[config.mk]
export PLATFORM = sky130hd
export DESIGN_NAME = clk_div_prog
export DESIGN_NICKNAME = d
export VERILOG_FILES = /design/src/rtl/clk_div_prog.sv
export SDC_FILE = /design/constraint.sdc
export NUM_CORES = 1
export LEC_CHECK = 0
export ABC_AREA = 0
export CAP_MARGIN = 20
export CORE_MARGIN = 3
export CORE_UTILIZATION = 54
export DETAILED_ROUTE_END_ITERATION = 12
export DONT_BUFFER_PORTS = 1
export GPL_TIMING_DRIVEN = 0
export PLACE_DENSITY = 0.79
export SYNTH_ARGS = -nofsm -noshare
export SYNTH_HDL_FRONTEND = slang
export SYNTH_SLANG_ARGS = --single-unit
[constraint.sdc]
create_clock -name clk_in -period 2.7 [get_ports clk_in]
set_clock_uncertainty 0.1 [all_clocks]
set_input_delay 0.54 -clock clk_in [delete_from_list [all_inputs] [get_ports clk_in]]
set_output_delay 0.54 -clock clk_in [all_outputs]
set_load 0.05 [all_outputs]
[src/rtl/clk_div_prog.sv]
// Programmable divide-by-N clock divider (N = 2..2^CNT_W-1) with enable, boundary-aligned divisor load and per-period tick.
// Optional build macro CLK_DIV_ODD_50_EN adds a negedge flop so odd N yields 50% duty.
module clk_div_prog #(
    parameter int CNT_W       = 8,
    parameter int DEFAULT_DIV = 3
) (
    input  logic             clk_in,
    input  logic             rst_n,
    input  logic             en,
    input  logic [CNT_W-1:0] div_in,
    input  logic             div_load,
    output logic             div_ready,
    output logic             div_err,
    output logic [CNT_W-1:0] div_cur,
    output logic             clk_out,
    output logic             tick
);
    localparam logic [CNT_W-1:0] DEF_DIV = CNT_W'(DEFAULT_DIV);
    localparam logic [CNT_W-1:0] MIN_DIV = CNT_W'(2);

    typedef enum logic {IDLE, RUN} state_t;

    state_t           state_q, state_d;
    logic [CNT_W-1:0] cnt_q, cnt_d, cnt_inc;
    logic [CNT_W-1:0] div_cur_q, div_cur_d;
    logic [CNT_W-1:0] div_pend_q, div_pend_d;
    logic             pend_q, pend_d;
    logic             pos_q, pos_d;
    logic             tick_q, tick_d;
    logic             err_q, err_d;
    logic [CNT_W:0]   half;
    logic             boundary, ld_ok, ld_bad;

    // Threshold is one bit wider so divisor 2^CNT_W-1 does not overflow.
    assign half     = ({1'b0, div_cur_q} + 1'b1) >> 1;
    assign cnt_inc  = cnt_q + 1'b1;
    assign boundary = (cnt_q == div_cur_q - 1'b1);
    assign ld_ok    = div_load && !pend_q && (div_in >= MIN_DIV);
    assign ld_bad   = div_load && !pend_q && (div_in <  MIN_DIV);

    always_ff @(posedge clk_in or negedge rst_n) begin
        if (!rst_n) begin
            state_q    <= IDLE;
            cnt_q      <= '0;
            div_cur_q  <= DEF_DIV;
            div_pend_q <= '0;
            pend_q     <= 1'b0;
            pos_q      <= 1'b0;
            tick_q     <= 1'b0;
            err_q      <= 1'b0;
        end else begin
            state_q    <= state_d;
            cnt_q      <= cnt_d;
            div_cur_q  <= div_cur_d;
            div_pend_q <= div_pend_d;
            pend_q     <= pend_d;
            pos_q      <= pos_d;
            tick_q     <= tick_d;
            err_q      <= err_d;
        end
    end

    always_comb begin
        state_d    = state_q;
        cnt_d      = cnt_q;
        div_cur_d  = div_cur_q;
        div_pend_d = div_pend_q;
        pend_d     = pend_q;
        pos_d      = pos_q;
        tick_d     = 1'b0;
        err_d      = ld_bad;
        case (state_q)
            IDLE: begin
                cnt_d = '0;
                pos_d = 1'b0;
                if (en) begin
                    if (pend_q) begin
                        div_cur_d = div_pend_q;
                        pend_d    = 1'b0;
                    end
                    state_d = RUN;
                    pos_d   = 1'b1;
                    tick_d  = 1'b1;
                end
            end
            default: begin
                if (boundary) begin
                    if (pend_q) begin
                        div_cur_d = div_pend_q;
                        pend_d    = 1'b0;
                    end
                    cnt_d = '0;
                    if (en) begin
                        pos_d  = 1'b1;
                        tick_d = 1'b1;
                    end else begin
                        state_d = IDLE;
                        pos_d   = 1'b0;
                    end
                end else begin
                    cnt_d = cnt_inc;
                    pos_d = ({1'b0, cnt_inc} < half);
                end
            end
        endcase
        // Capture after any apply above, so a same-cycle load waits for the next boundary.
        if (ld_ok) begin
            div_pend_d = div_in;
            pend_d     = 1'b1;
        end
    end

`ifdef CLK_DIV_ODD_50_EN
    logic neg_q;
    always_ff @(negedge clk_in or negedge rst_n) begin
        if (!rst_n) neg_q <= 1'b0;
        else        neg_q <= pos_q;
    end
    // Select only changes at a boundary, so the mux switch cannot glitch.
    assign clk_out = div_cur_q[0] ? (pos_q & neg_q) : pos_q;
`else
    assign clk_out = pos_q;
`endif

    assign div_ready = ~pend_q;
    assign div_err   = err_q;
    assign div_cur   = div_cur_q;
    assign tick      = tick_q;
endmodule

==> flow_metrics.env, run 1 <==
# source this file to load flow results
export IMPL_grt_busiest_layer="met2"
export IMPL_setup_viol=0
export IMPL_postRouteAntennaNets=0
export IMPL_grt_pass1_vias=1320
export IMPL_path_max_fanout=3
export IMPL_mostFrequentLayoutCell="dfrtp_1"
export IMPL_dp_cells=201
export IMPL_ctsResizeCount=15
export IMPL_grt_util_met3_pct=8.27
export IMPL_top_cell="dfrtp_1"
export IMPL_met1_usage_pct=24.5
export IMPL_final_hold_violation_count=0
export IMPL_whs_path_depth=1
export IMPL_ys_sh_simple_pct=17.4
export IMPL_ys_warn_count=0
export IMPL_max_slew_margin_pct=55.0
export IMPL_port_buffer_count=0
export IMPL_ys_flop_type="dfrtp_1"
export IMPL_cp_start_kind="flip-flop"
export IMPL_cts_root_buffer="clkbuf_4"
export IMPL_stdcell_count=215
export IMPL_syn_inst=159
export IMPL_crit_start="div_cur[0]"
export IMPL_setup_tns_ns=0
export IMPL_power_density_nw_per_um2=362
export IMPL_rows=19
export IMPL_route_met2_wl_um=1960
export IMPL_place_area_um2=1790
export IMPL_intPower_uw=567
export IMPL_grt_ovfl_total=0
export IMPL_synthArstFlopShare_pct=100
export IMPL_ctsHoldBuffers=2
export IMPL_drc=0
export IMPL_worst_hold_slack_ns=0.206
export IMPL_pwr_share_seq_pct=59.6
export IMPL_grt_max_degree=30
export IMPL_yosys_area_top_type_share_pct=39.0
export IMPL_synthMuxAreaShare_pct=11.0
export IMPL_route_met3_wl_um=182
export IMPL_final_layout_size_suffix_gt1_share_pct=32.4
export IMPL_rsz0062_at_grt="yes"
export IMPL_outcome="finished, final reports clean"
export IMPL_switching_share_pct=22.1
export IMPL_drtIter0Drc=67
export IMPL_arrival_ns=2.80
export IMPL_yosysTopAreaCell="dfrtp_1"
export IMPL_power_uw=728
export IMPL_synthToLayoutAreaGrowth_pct=16.1
export IMPL_switchingPower_uw=161
export IMPL_wirelength_met1_um=1610
export IMPL_die_h_um=62.7
export IMPL_cts_buffer_depth=2
export IMPL_drt_pass1_iter_count=4
export IMPL_syn_avg_cell_area_um2=10.9
export IMPL_viasPerCell=5.84
export IMPL_worstSetupEndpoint="clk_out"
export IMPL_r2r_cells=11
export IMPL_worst_setup_path_end_kind="flip-flop"
export IMPL_comb_power_uw=14.4
export IMPL_diodes=0
export IMPL_ys_sh_adder_pct=7.22
export IMPL_nets=194
export IMPL_antenna_found_initial=0
export IMPL_io_pins=24
export IMPL_fin_util_pct=69.4
export IMPL_clock_sinks=29
export IMPL_tightestPinTransition_ns=0.675
export IMPL_ys_area_um2=1730
export IMPL_cts_made_buffers=5
export IMPL_gp_congestion=0.866
export IMPL_xor_share_pct=10.6
export IMPL_area_leaders="dfrtp_1 39%, mux2_2 11%, ha_1 7.2%, xor2_1 6.1%, xnor2_1 4.5%"
export IMPL_holdPathEnd="state_q"
export IMPL_grtUsageTotal_pct=20.8
export IMPL_openroad_warnings=29
export IMPL_power_share_combinational_pct=2.0
export IMPL_fmax_ghz=0.375
export IMPL_hold_path_class="input port to flip-flop"
export IMPL_powerSeq_uw=434
export IMPL_r2r_start="div_cur[0]"
export IMPL_yosys_cells=159
export IMPL_yosys_stat_seqShare_pct=42.0
export IMPL_fin_area_um2=2010
export IMPL_power_leakage_nw=0.939
export IMPL_core_area_um2=2900
-- run 1: state kept, by name, summed over array words and instances, names as in the netlist --
name        cells
cnt_q           8
clk_out         1
div_err         1
state_q         1
div_pend_q      8
div_cur         8
pend_q          1
tick            1
-- run 1: layout make-up --
cell class / count / area [um2]
multi-input cells: 118 / 1010
fillers: 233 / 888
flip-flops and latches: 29 / 738
plain buffers: 8 / 67.6
repair buffers: 6 / 63.8
clock buffers: 8 / 58.8
well taps: 42 / 52.6
inverters: 4 / 20.0
-- run 1: critical path: stages, from the launching register on --
cell	delay (ns)
dfstp_4	0.75
buf_8	0.14
inv_6	0.04
nor3_4	0.18
nand4_1	0.13
xor2_1	0.19
ha_1	0.32
and4_1	0.18
o21ai_1	0.08
a21oi_2	0.13
a211oi_2	0.06
mux2_4	0.26
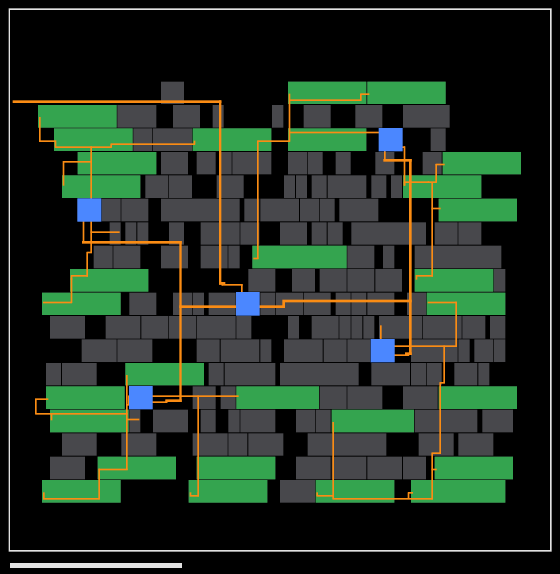
Run 1: routed clock nets over the placement
Bar = 20 um.
- clock drivers: blue (count 5)
- clock wires: orange (length 402 um)
- flip-flops: green (count 29)
- routed clock nets: 6

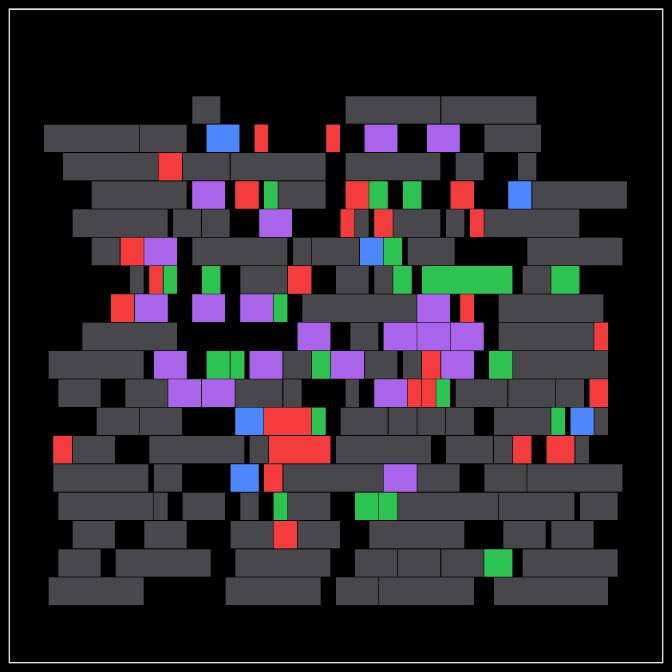
Run 1: gate-type map
- AND and OR gates: blue (cells 6)
- NAND gates: green (cells 21; most used nand2_1)
- XOR/XNOR gates: purple (cells 21; most used xor2_1)
- NOR gates: red (cells 26; most used nor2_1)

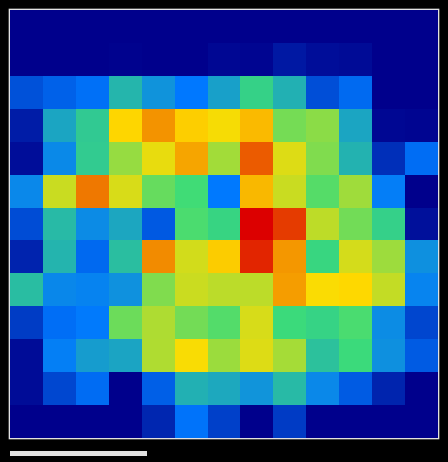
Run 1: wire density map
Bar = 20 um. The die is cut into 13 by 13 equal tiles; dark blue is low, red is high, scaled to the fullest tile. Values are wire area over tile area, all layers added.
- tiles over half the peak: 32%
- mean over tiles: 0.15
- fullest tile: 0.45
- densest ninth of the die: middle
- nearly empty tiles: 23%
- emptiest ninth of the die: top right

## Run 2: what changed since run 1
- ABC_AREA: 0 -> unset
- PLACE_DENSITY: 0.79 -> 0.75
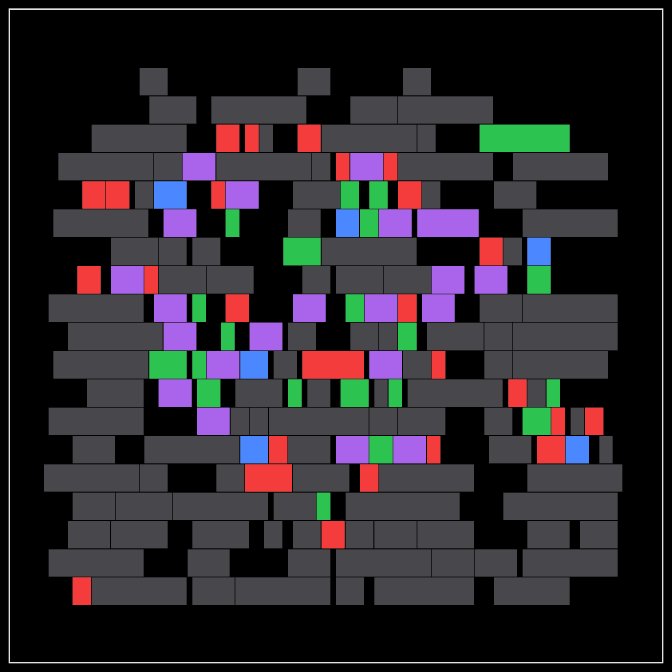
Run 2: gate-type map
- AND and OR gates: blue (cells 6)
- NOR gates: red (cells 26; most used nor2_1)
- XOR/XNOR gates: purple (cells 21; most used xor2_1)
- NAND gates: green (cells 21; most used nand2_1)

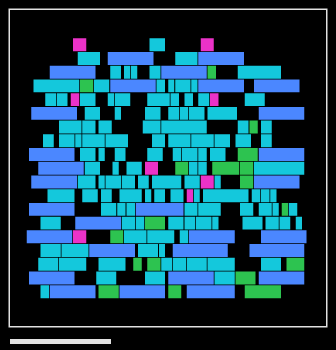
Run 2: placed cells, one colour a class
Bar = 20 um.
- clock drivers and dummy loads: magenta (cells 8; share of their area 2.5%)
- flops: blue (cells 29; share of their area 37%)
- combinational and other logic: cyan (cells 122; share of their area 53%)
- other buffers and delay cells: green (cells 18; share of their area 8.0%)

==> run 2 against run 1 <==
  * Setup slack got worse by 0.0084 ns
  * Utilization rose by 2.1 points
  * Design area rose by 3.0%
  * Clock power is 8.9% lower
  * Critical path depth is 1 lower
  * Wire length is 0.45% higher
  * Via count shrank 2.2%
  * Sequential cell count stayed put
  * First-iteration DRC count is 40% lower
  * Global-route usage is 0.81 points higher
  * Largest cell class unchanged
  * Highest routed layer unchanged
==> flow_metrics.env, run 2 <==
# source this file to load flow results
export IMPL_outcome="finished, final reports clean"
export IMPL_cp_start_kind="flip-flop"
export IMPL_drtIter0Drc=40
export IMPL_seq_share_pct=35.6
export IMPL_path_max_fanout=8
export IMPL_switchingPower_uw=165
export IMPL_grt_ovfl_total=0
export IMPL_final_layout_size_suffix_gt1_share_pct=36.7
export IMPL_grt_pass1_vias=1323
export IMPL_place_area_um2=1790
export IMPL_signal_buffers=18
export IMPL_powerSeq_uw=434
export IMPL_hold_path_class="input port to flip-flop"
export IMPL_core_area_um2=2900
export IMPL_logic_gate_count=118
export IMPL_dp_cells=201
export IMPL_inverters=4
export IMPL_die_h_um=62.7
export IMPL_clock_buffers=6
export IMPL_cts_buffer_depth=2
export IMPL_yosysTopAreaCell="dfrtp_1"
export IMPL_grtUsageTotal_pct=21.6
export IMPL_yosys_area_top_type_share_pct=39.0
export IMPL_worst_hold_slack_ns=0.211
export IMPL_postRouteAntennaNets=0
export IMPL_r2r_start="div_cur[1]"
export IMPL_nonClkBufAreaFrac_pct=7.79
export IMPL_tap_cells=42
export IMPL_holdPathEnd="state_q"
export IMPL_synthArstFlopShare_pct=100
export IMPL_final_hold_violation_count=0
export IMPL_yosys_stat_seqShare_pct=42.0
export IMPL_largest_cell_class="combinational gates"
export IMPL_syn_avg_cell_area_um2=10.9
export IMPL_cpPeakStageDelay_ns=0.78
export IMPL_nets=198
export IMPL_antenna_found_initial=0
export IMPL_port_buffer_count=0
export IMPL_fin_util_pct=71.4
export IMPL_ys_flop_type="dfrtp_1"
export IMPL_viasPerCell=5.60
export IMPL_path_delay_family="flip-flops"
export IMPL_worst_setup_path_end_kind="flip-flop"
export IMPL_io_pins=24
export IMPL_power_leakage_nw=0.962
export IMPL_openroad_warnings=28
export IMPL_final_clk_cell_share_pct=2.48
export IMPL_area_leaders="dfrtp_1 39%, mux2_2 11%, ha_1 7.2%, xor2_1 6.1%, xnor2_1 4.5%"
export IMPL_power_density_nw_per_um2=339
export IMPL_worstSetupEndpoint="clk_out"
export IMPL_r2r_cells=10
export IMPL_whs_path_depth=1
export IMPL_switching_share_pct=23.5
export IMPL_drc=0
export IMPL_setup_tns_ns=0
export IMPL_rsz0062_at_grt="yes"
export IMPL_synthToLayoutAreaGrowth_pct=19.6
-- run 2: cell counts after synthesis --
No cell type changed its count.
-- run 2: kinds of logic after synthesis --
kind of cell    after synthesis  synth area share (%)
simple gates                 53                  17.4
flops                        29                  42.0
xor+xnor                     21                  10.6
compound gates               17                  7.80
mux                          17                  11.0
buf+inv                      12                  3.90
fa+ha+maj                    10                  7.22
-- run 2: routing by layer --
| metal | track usage [%] | vias to the layer above | routed length, um |
|---|---|---|---|
| met3 | 7.01 | 8 | 204 |
| met5 | 0 | - | 0 |
| li1 | - | 586 | - |
| met1 | 26.2 | 600 | 1690 |
| met4 | 8.26 | 0 | 70 |
| met2 | 35.7 | 33 | 1860 |
Power and IR drop assume default switching activity.
